===== config.mk =====
export PLATFORM = sky130hd
export DESIGN_NAME = vga_timing_gen
export DESIGN_NICKNAME = d
export VERILOG_FILES = /design/src/rtl/vga_timing_gen.sv
export SDC_FILE = /design/constraint.sdc
export NUM_CORES = 1
export LEC_CHECK = 0
export CAP_MARGIN = 20
export CORE_MARGIN = 2
export CORE_UTILIZATION = 58
export DETAILED_ROUTE_END_ITERATION = 6
export HOLD_SLACK_MARGIN = 0.1
export PLACE_DENSITY = 0.85
export SYNTH_ARGS = -nofsm -noshare
export SYNTH_HDL_FRONTEND = slang
export SYNTH_SLANG_ARGS = --single-unit

===== constraint.sdc =====
create_clock -name clk -period 4.2 [get_ports clk]
set_input_delay 0.42 -clock clk [delete_from_list [all_inputs] [get_ports clk]]
set_output_delay 0.42 -clock clk [all_outputs]
set_load 0.05 [all_outputs]

===== src/rtl/vga_timing_gen.sv =====
`default_nettype none
// ============================================================================
// Module   : vga_timing_gen
// Brief    : Parametrised VGA sync generator with pixel clock-enable divider,
//            registered sync/blank decode and optional sync delay line.
// Revision : 1.0 - initial release
// ============================================================================
module vga_timing_gen #(
    parameter int H_ACTIVE   = 640,
    parameter int H_FP       = 16,
    parameter int H_SYNC     = 96,
    parameter int H_BP       = 48,
    parameter int V_ACTIVE   = 480,
    parameter int V_FP       = 10,
    parameter int V_SYNC     = 2,
    parameter int V_BP       = 33,
    parameter int CLK_DIV    = 2,
    parameter bit HS_POL     = 1'b0,
    parameter bit VS_POL     = 1'b0,
    parameter int SYNC_DELAY = 0,
    parameter int CNT_W      = 11
) (
    input  logic             clk,
    input  logic             rst,
    input  logic             en,
    output logic             pix_ce,
    output logic [CNT_W-1:0] hcount,
    output logic [CNT_W-1:0] vcount,
    output logic             hsync,
    output logic             vsync,
    output logic             blank,
    output logic             line_start,
    output logic             frame_start
);

    localparam int c_h_total = H_ACTIVE + H_FP + H_SYNC + H_BP;
    localparam int c_v_total = V_ACTIVE + V_FP + V_SYNC + V_BP;
    localparam int c_div_w   = (CLK_DIV > 1) ? $clog2(CLK_DIV) : 1;

    localparam logic [c_div_w-1:0] c_div_last = c_div_w'(CLK_DIV - 1);
    localparam logic [CNT_W-1:0]   c_h_last   = CNT_W'(c_h_total - 1);
    localparam logic [CNT_W-1:0]   c_v_last   = CNT_W'(c_v_total - 1);
    localparam logic [CNT_W-1:0]   c_h_act    = CNT_W'(H_ACTIVE);
    localparam logic [CNT_W-1:0]   c_v_act    = CNT_W'(V_ACTIVE);
    localparam logic [CNT_W-1:0]   c_hs_start = CNT_W'(H_ACTIVE + H_FP);
    localparam logic [CNT_W-1:0]   c_hs_end   = CNT_W'(H_ACTIVE + H_FP + H_SYNC);
    localparam logic [CNT_W-1:0]   c_vs_start = CNT_W'(V_ACTIVE + V_FP);
    localparam logic [CNT_W-1:0]   c_vs_end   = CNT_W'(V_ACTIVE + V_FP + V_SYNC);

    logic [c_div_w-1:0] r_div;
    logic [CNT_W-1:0]   r_hcount;
    logic [CNT_W-1:0]   r_vcount;
    logic               r_hs;
    logic               r_vs;
    logic               r_blank;
    logic               r_line_start;
    logic               r_frame_start;

    logic [CNT_W-1:0]   w_h_next;
    logic [CNT_W-1:0]   w_v_next;
    logic               w_hs_act;
    logic               w_vs_act;
    logic               w_blank;

    // With CLK_DIV=1 the divider is pinned at zero, so pix_ce collapses to en.
    always_ff @(posedge clk or negedge rst) begin
        if (!rst) begin
            r_div <= '0;
        end else if (en) begin
            r_div <= (r_div == c_div_last) ? '0 : r_div + 1'b1;
        end
    end

    assign pix_ce = en && (r_div == c_div_last);

    always_comb begin
        w_h_next = r_hcount + 1'b1;
        w_v_next = r_vcount;
        if (r_hcount == c_h_last) begin
            w_h_next = '0;
            w_v_next = (r_vcount == c_v_last) ? '0 : r_vcount + 1'b1;
        end
    end

    // Decode looks at the position being entered so sync/blank land on the
    // same edge as the counters rather than one pixel late.
    assign w_hs_act = (w_h_next >= c_hs_start) && (w_h_next < c_hs_end);
    assign w_vs_act = (w_v_next >= c_vs_start) && (w_v_next < c_vs_end);
    assign w_blank  = (w_h_next >= c_h_act) || (w_v_next >= c_v_act);

    always_ff @(posedge clk or negedge rst) begin
        if (!rst) begin
            r_hcount      <= c_h_last;
            r_vcount      <= c_v_last;
            r_hs          <= ~HS_POL;
            r_vs          <= ~VS_POL;
            r_blank       <= 1'b1;
            r_line_start  <= 1'b0;
            r_frame_start <= 1'b0;
        end else begin
            r_line_start  <= 1'b0;
            r_frame_start <= 1'b0;
            if (pix_ce) begin
                r_hcount      <= w_h_next;
                r_vcount      <= w_v_next;
                r_hs          <= w_hs_act ? HS_POL : ~HS_POL;
                r_vs          <= w_vs_act ? VS_POL : ~VS_POL;
                r_blank       <= w_blank;
                r_line_start  <= (w_h_next == '0);
                r_frame_start <= (w_h_next == '0) && (w_v_next == '0);
            end
        end
    end

    assign hcount      = r_hcount;
    assign vcount      = r_vcount;
    assign line_start  = r_line_start;
    assign frame_start = r_frame_start;

    generate
        if (SYNC_DELAY == 0) begin : g_no_delay
            assign hsync = r_hs;
            assign vsync = r_vs;
            assign blank = r_blank;
        end else begin : g_delay
            logic [SYNC_DELAY-1:0] r_hs_dly;
            logic [SYNC_DELAY-1:0] r_vs_dly;
            logic [SYNC_DELAY-1:0] r_blank_dly;

            // Stages advance on pixel ticks so the lag is counted in pixels.
            always_ff @(posedge clk or negedge rst) begin
                if (!rst) begin
                    r_hs_dly    <= {SYNC_DELAY{~HS_POL}};
                    r_vs_dly    <= {SYNC_DELAY{~VS_POL}};
                    r_blank_dly <= {SYNC_DELAY{1'b1}};
                end else if (pix_ce) begin
                    r_hs_dly[0]    <= r_hs;
                    r_vs_dly[0]    <= r_vs;
                    r_blank_dly[0] <= r_blank;
                    for (int i = 1; i < SYNC_DELAY; i++) begin
                        r_hs_dly[i]    <= r_hs_dly[i-1];
                        r_vs_dly[i]    <= r_vs_dly[i-1];
                        r_blank_dly[i] <= r_blank_dly[i-1];
                    end
                end
            end

            assign hsync = r_hs_dly[SYNC_DELAY-1];
            assign vsync = r_vs_dly[SYNC_DELAY-1];
            assign blank = r_blank_dly[SYNC_DELAY-1];
        end
    endgenerate

endmodule
`default_nettype wire

run_1/cell_classes.png
Bar = 20 um. Fill, decap, tap and diode cells in gray.
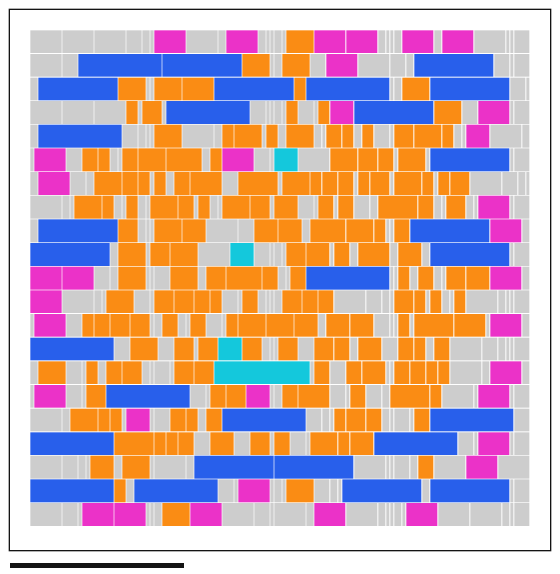
Orange is all other logic, cells 178, share of their area 51%. Magenta is other buffers and delay cells, cells 34, share of their area 15%. Blue is flops, cells 28, share of their area 32%. Cyan is clock drivers and dummy loads, cells 4, share of their area 2.4%.
Core Rows: 21
fin util: 69.64%
flop share of the area: 31.35%
final instance area: 2287 um2
Core ar.: 3284 um2

run_1/density.png
The die is cut into 6 by 6 equal tiles; black is low, pale yellow is high, 0 to 100% covered.
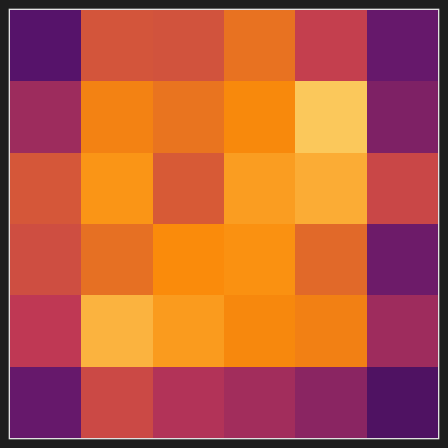
The fullest tile reaches 88%. The emptiest ninth of the die: south-east. 19% of the tiles are over 75% full. The mean over all tiles is 58%.
starting density of the core: 59.66%

run_1/metal_stack.png
Bar = 20 um. Two of the layers only.
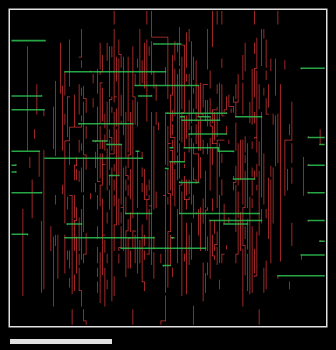
Red is met2, wire length 2340 um. Green is met3, wire length 273 um.
All-Layer GR Usage: 26.63%
via count: 1822
Post-Route WL: 4759 um
WL/cell: 16.41 um

==> ci_impl_report.md, run 1 <==
### Yosys + OpenROAD results

| Metric | Value |
|---|---|
| Plain + repair buffers | `34` |
| Register area | `716.9 um2` |
| Pint | `0.0005324 W` |
| Worst hold margin | `0.4809 ns` |
| H-Tree Depth | `1` |
| Global Route met3 Usage | `2.717%` |
| Area growth from synthesis to layout | `16.73%` |
| Top cells by area | `dfrtp_1 (19%), dfstp_2 (17%), xnor2_1 (5.8%), nand2_1 (4.6%), o21ai_0 (3.8%)` |
| Final Setup Violations | `0` |
| Cell count after placement | `286` |
| Type of the worst setup path | `reg2reg` |
| Die Area | `3859 um2` |
| Post-Syn Area | `1959 um2` |
| Clock network share of area | `2.298%` |
| Status | `finished, final reports clean` |
| Final GP Congestion | `0.8959` |
| Slowest cell on the critical path | `dfstp_2` |
| Sequential share of the synthesized area | `36.59%` |
| Seq pwr | `0.000382 W` |
| Largest net degree at the start of global routing | `21` |
| Power drawn by the combinational cells | `0.000317 W` |
run_1/pins.png
Bar = 20 um. Pins as bars across the die edge, other pins in gray.
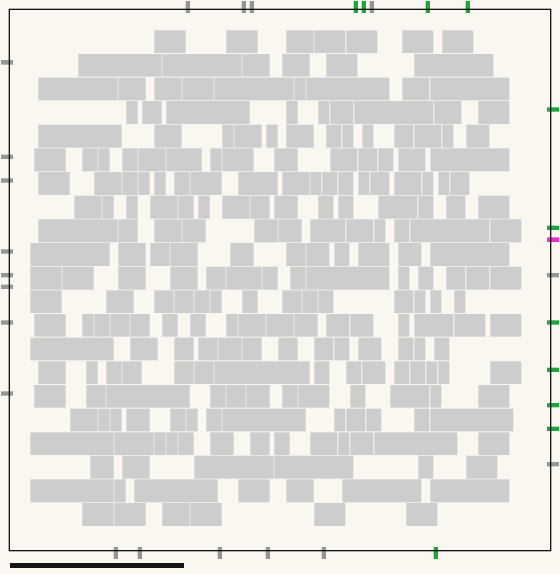

==> run 1 -> run 2 <==
CORE_UTILIZATION = 54   (was 58)
PLACE_DENSITY = 0.8   (was 0.85)
clock period = 2.75 ns   (was 4.2 ns; I/O delays follow)
run_2/pins.png
Bar = 20 um. Pins as bars across the die edge, other pins in gray.
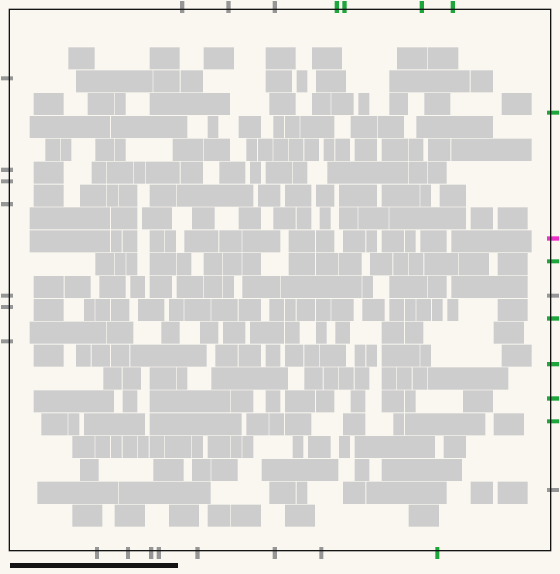
Green is vcount, pins 11, direction output, edge 6 east, 4 north, 1 south. Magenta is frame_start, pins 1, direction output, edge east.
All pins by edge: 9 east, 8 south, 7 north, 7 west.
chip height: 64.24 um
Die Width: 64.24 um
input/output buffers: 30

run_2/cell_classes.png
Bar = 20 um. Fill, decap, tap and diode cells in gray.
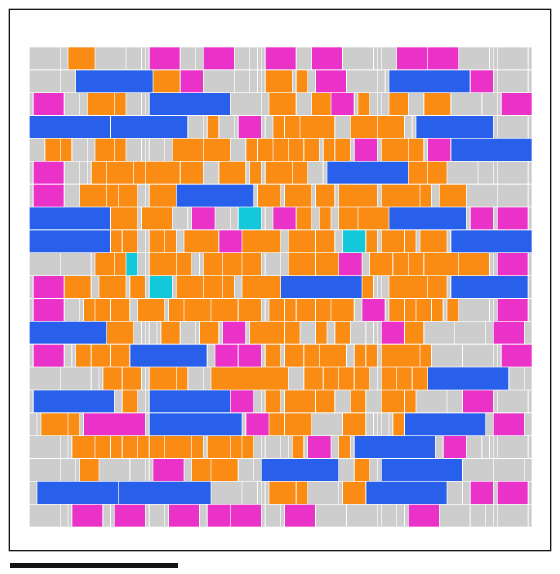
Magenta is other buffers and delay cells, cells 52, share of their area 20%. Blue is flops, cells 28, share of their area 31%. Orange is all other logic, cells 178, share of their area 48%. Cyan is clock drivers and dummy loads, cells 4, share of their area 1.1%.
final instance area: 2452 um2
fin util: 71.79%
flop share of the area: 29.85%
Core ar.: 3416 um2

==> run 2 against run 1 <==
First-iteration DRC count is 24% lower. Combinational power is 84% higher. Via count is 5.0% higher. Sequential power is 49% higher. Utilization is 2.2 points higher. Global-route usage is 1.9 points lower. Clock power hardly changed. Non-clock buffer count is 18 higher. Sequential cell count stayed put. Count of clock-buffer cells in the layout is 1 higher. Register-to-register slack worse by 1.3 ns. Maximum frequency is 5.8% higher. Critical endpoint unchanged.
==> ci_impl_report.md, run 2 <==
### Yosys + OpenROAD results

| Metric | Value |
|---|---|
| Status | `finished, final reports clean` |
| Most frequent cells in the layout | `clkdlybuf4s50_1 (29), nand2_1 (24), buf_4 (22)` |
| Fin crit period | `2.731 ns` |
| Power drawn by the combinational cells | `0.000584 W` |
| Register area | `732.0 um2` |
| Number of enable flip-flop cells | `0` |
| Dominant flop cell | `dfrtp_1` |
| Total gr overflow | `0` |
| Area occupied by multi-input gates | `1142 um2` |
| Slowest cell on the critical path | `dfrtp_2` |
| Crit path depth | `8` |
| Seq pwr share | `42.8%` |
| Via count | `1914` |
| Post-Route WL | `5114 um` |
| Final Setup Violations | `0` |
| Post-route met1 wirelength | `2118 um` |
| Seq pwr | `0.000571 W` |
| CTS resizes | `0` |
| Global Route met3 Usage | `4.401%` |
| Final hold viol count | `0` |
| Final GP Congestion | `0.9001` |
| Post-Syn Area | `1959 um2` |
| Starting density of the core | `57.36%` |
| Type of the worst setup path | `reg2reg` |
| Top cell excl fill/tap | `clkdlybuf4s50_1` |
| Clock skew | `0.003506 ns` |
| Fill cells | `261` |
| H-Tree Depth | `1` |
| Pint | `0.0007808 W` |
| Worst hold margin | `0.3053 ns` |
| Clock network share of area | `1.071%` |
| Area growth from synthesis to layout | `25.16%` |
| Sequential share of the synthesized area | `36.59%` |
| Core Rows | `21` |
| Largest net degree at the start of global routing | `29` |
| Top cells by area | `dfrtp_1 (19%), dfstp_2 (17%), xnor2_1 (5.8%), nand2_1 (4.6%), o21ai_0 (3.8%)` |
| Detailed Place HPWL | `3546 um` |
| Die Area | `4126 um2` |
| NetSw | `0.0005556 W` |
| CP delay by family, top | `simple AND/OR/NAND/NOR gates` |
| All-Layer GR Usage | `24.75%` |
| WP buf/inv | `1` |
| GR peak layer | `met2` |
| Cell type with the largest total area | `dfrtp_1` |
==> run 2 -> run 3 <==
TNS_END_PERCENT = 10   (was unset)
run_3/metal_stack.png
Bar = 20 um. Two of the layers only.
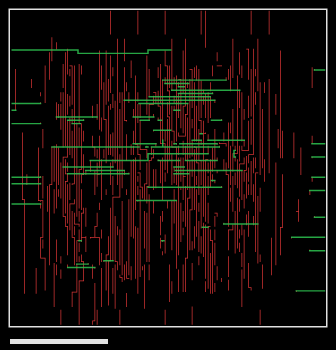
Green is met3, wire length 383 um. Red is met2, wire length 2440 um.
WL/cell: 16.60 um
via count: 1914

run_3/final_congestion.png
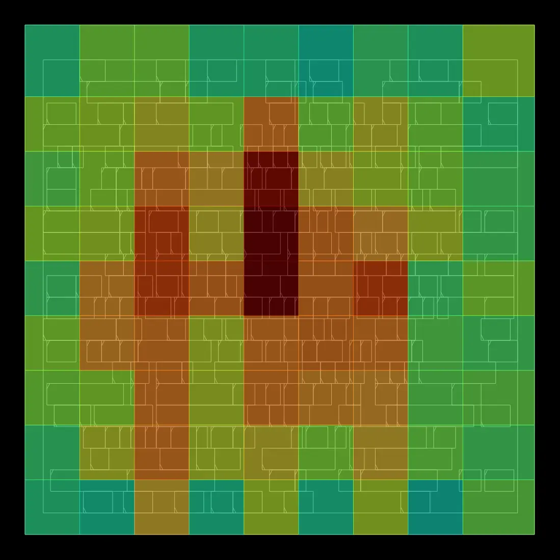
GR peak layer: met2
All-Layer GR Usage: 24.75%

==> run 3 against run 2 <==
Critical path depth unchanged. Register-to-register slack about the same. Routed wire length unchanged.
==> ci_impl_report.md, run 3 <==
### Yosys + OpenROAD results

| Metric | Value |
|---|---|
| Status | `finished, final reports clean` |
| WP buf/inv | `1` |
| Power drawn by the combinational cells | `0.000584 W` |
| Top cells by area | `dfrtp_1 (19%), dfstp_2 (17%), xnor2_1 (5.8%), nand2_1 (4.6%), o21ai_0 (3.8%)` |
| Total gr overflow | `0` |
| Input/output buffers | `30` |
| Largest net degree at the start of global routing | `29` |
| Seq pwr share | `42.8%` |
| Plain + repair buffers | `52` |
| CP delay by family, top | `simple AND/OR/NAND/NOR gates` |
| Seq pwr | `0.000571 W` |
| Final Setup Violations | `0` |
| Sequential share of the synthesized area | `36.59%` |
| Number of enable flip-flop cells | `0` |
| Core Rows | `21` |
| Cell count after placement | `301` |
| Area occupied by multi-input gates | `1142 um2` |
| Global Route met3 Usage | `4.401%` |
| Clock skew | `0.003506 ns` |
| Area growth from synthesis to layout | `25.16%` |
| Post-Route WL | `5114 um` |
| Top cell excl fill/tap | `clkdlybuf4s50_1` |
| Fin util | `71.79%` |
| Type of the worst setup path | `reg2reg` |
| Final instance area | `2452 um2` |
| Final GP Congestion | `0.9001` |
| Cell type with the largest total area | `dfrtp_1` |
| Clock network share of area | `1.071%` |
| H-Tree Depth | `1` |
| Fill cells | `261` |
| Post-Syn Area | `1959 um2` |
| Detailed Place HPWL | `3546 um` |
| Fin crit period | `2.731 ns` |
| Flop share of the area | `29.85%` |
| Die Area | `4126 um2` |
| Chip height | `64.24 um` |
| Dominant flop cell | `dfrtp_1` |
| NetSw | `0.0005556 W` |
| Core ar. | `3416 um2` |
No activity file was given, so power comes from the tool's default toggle rates.
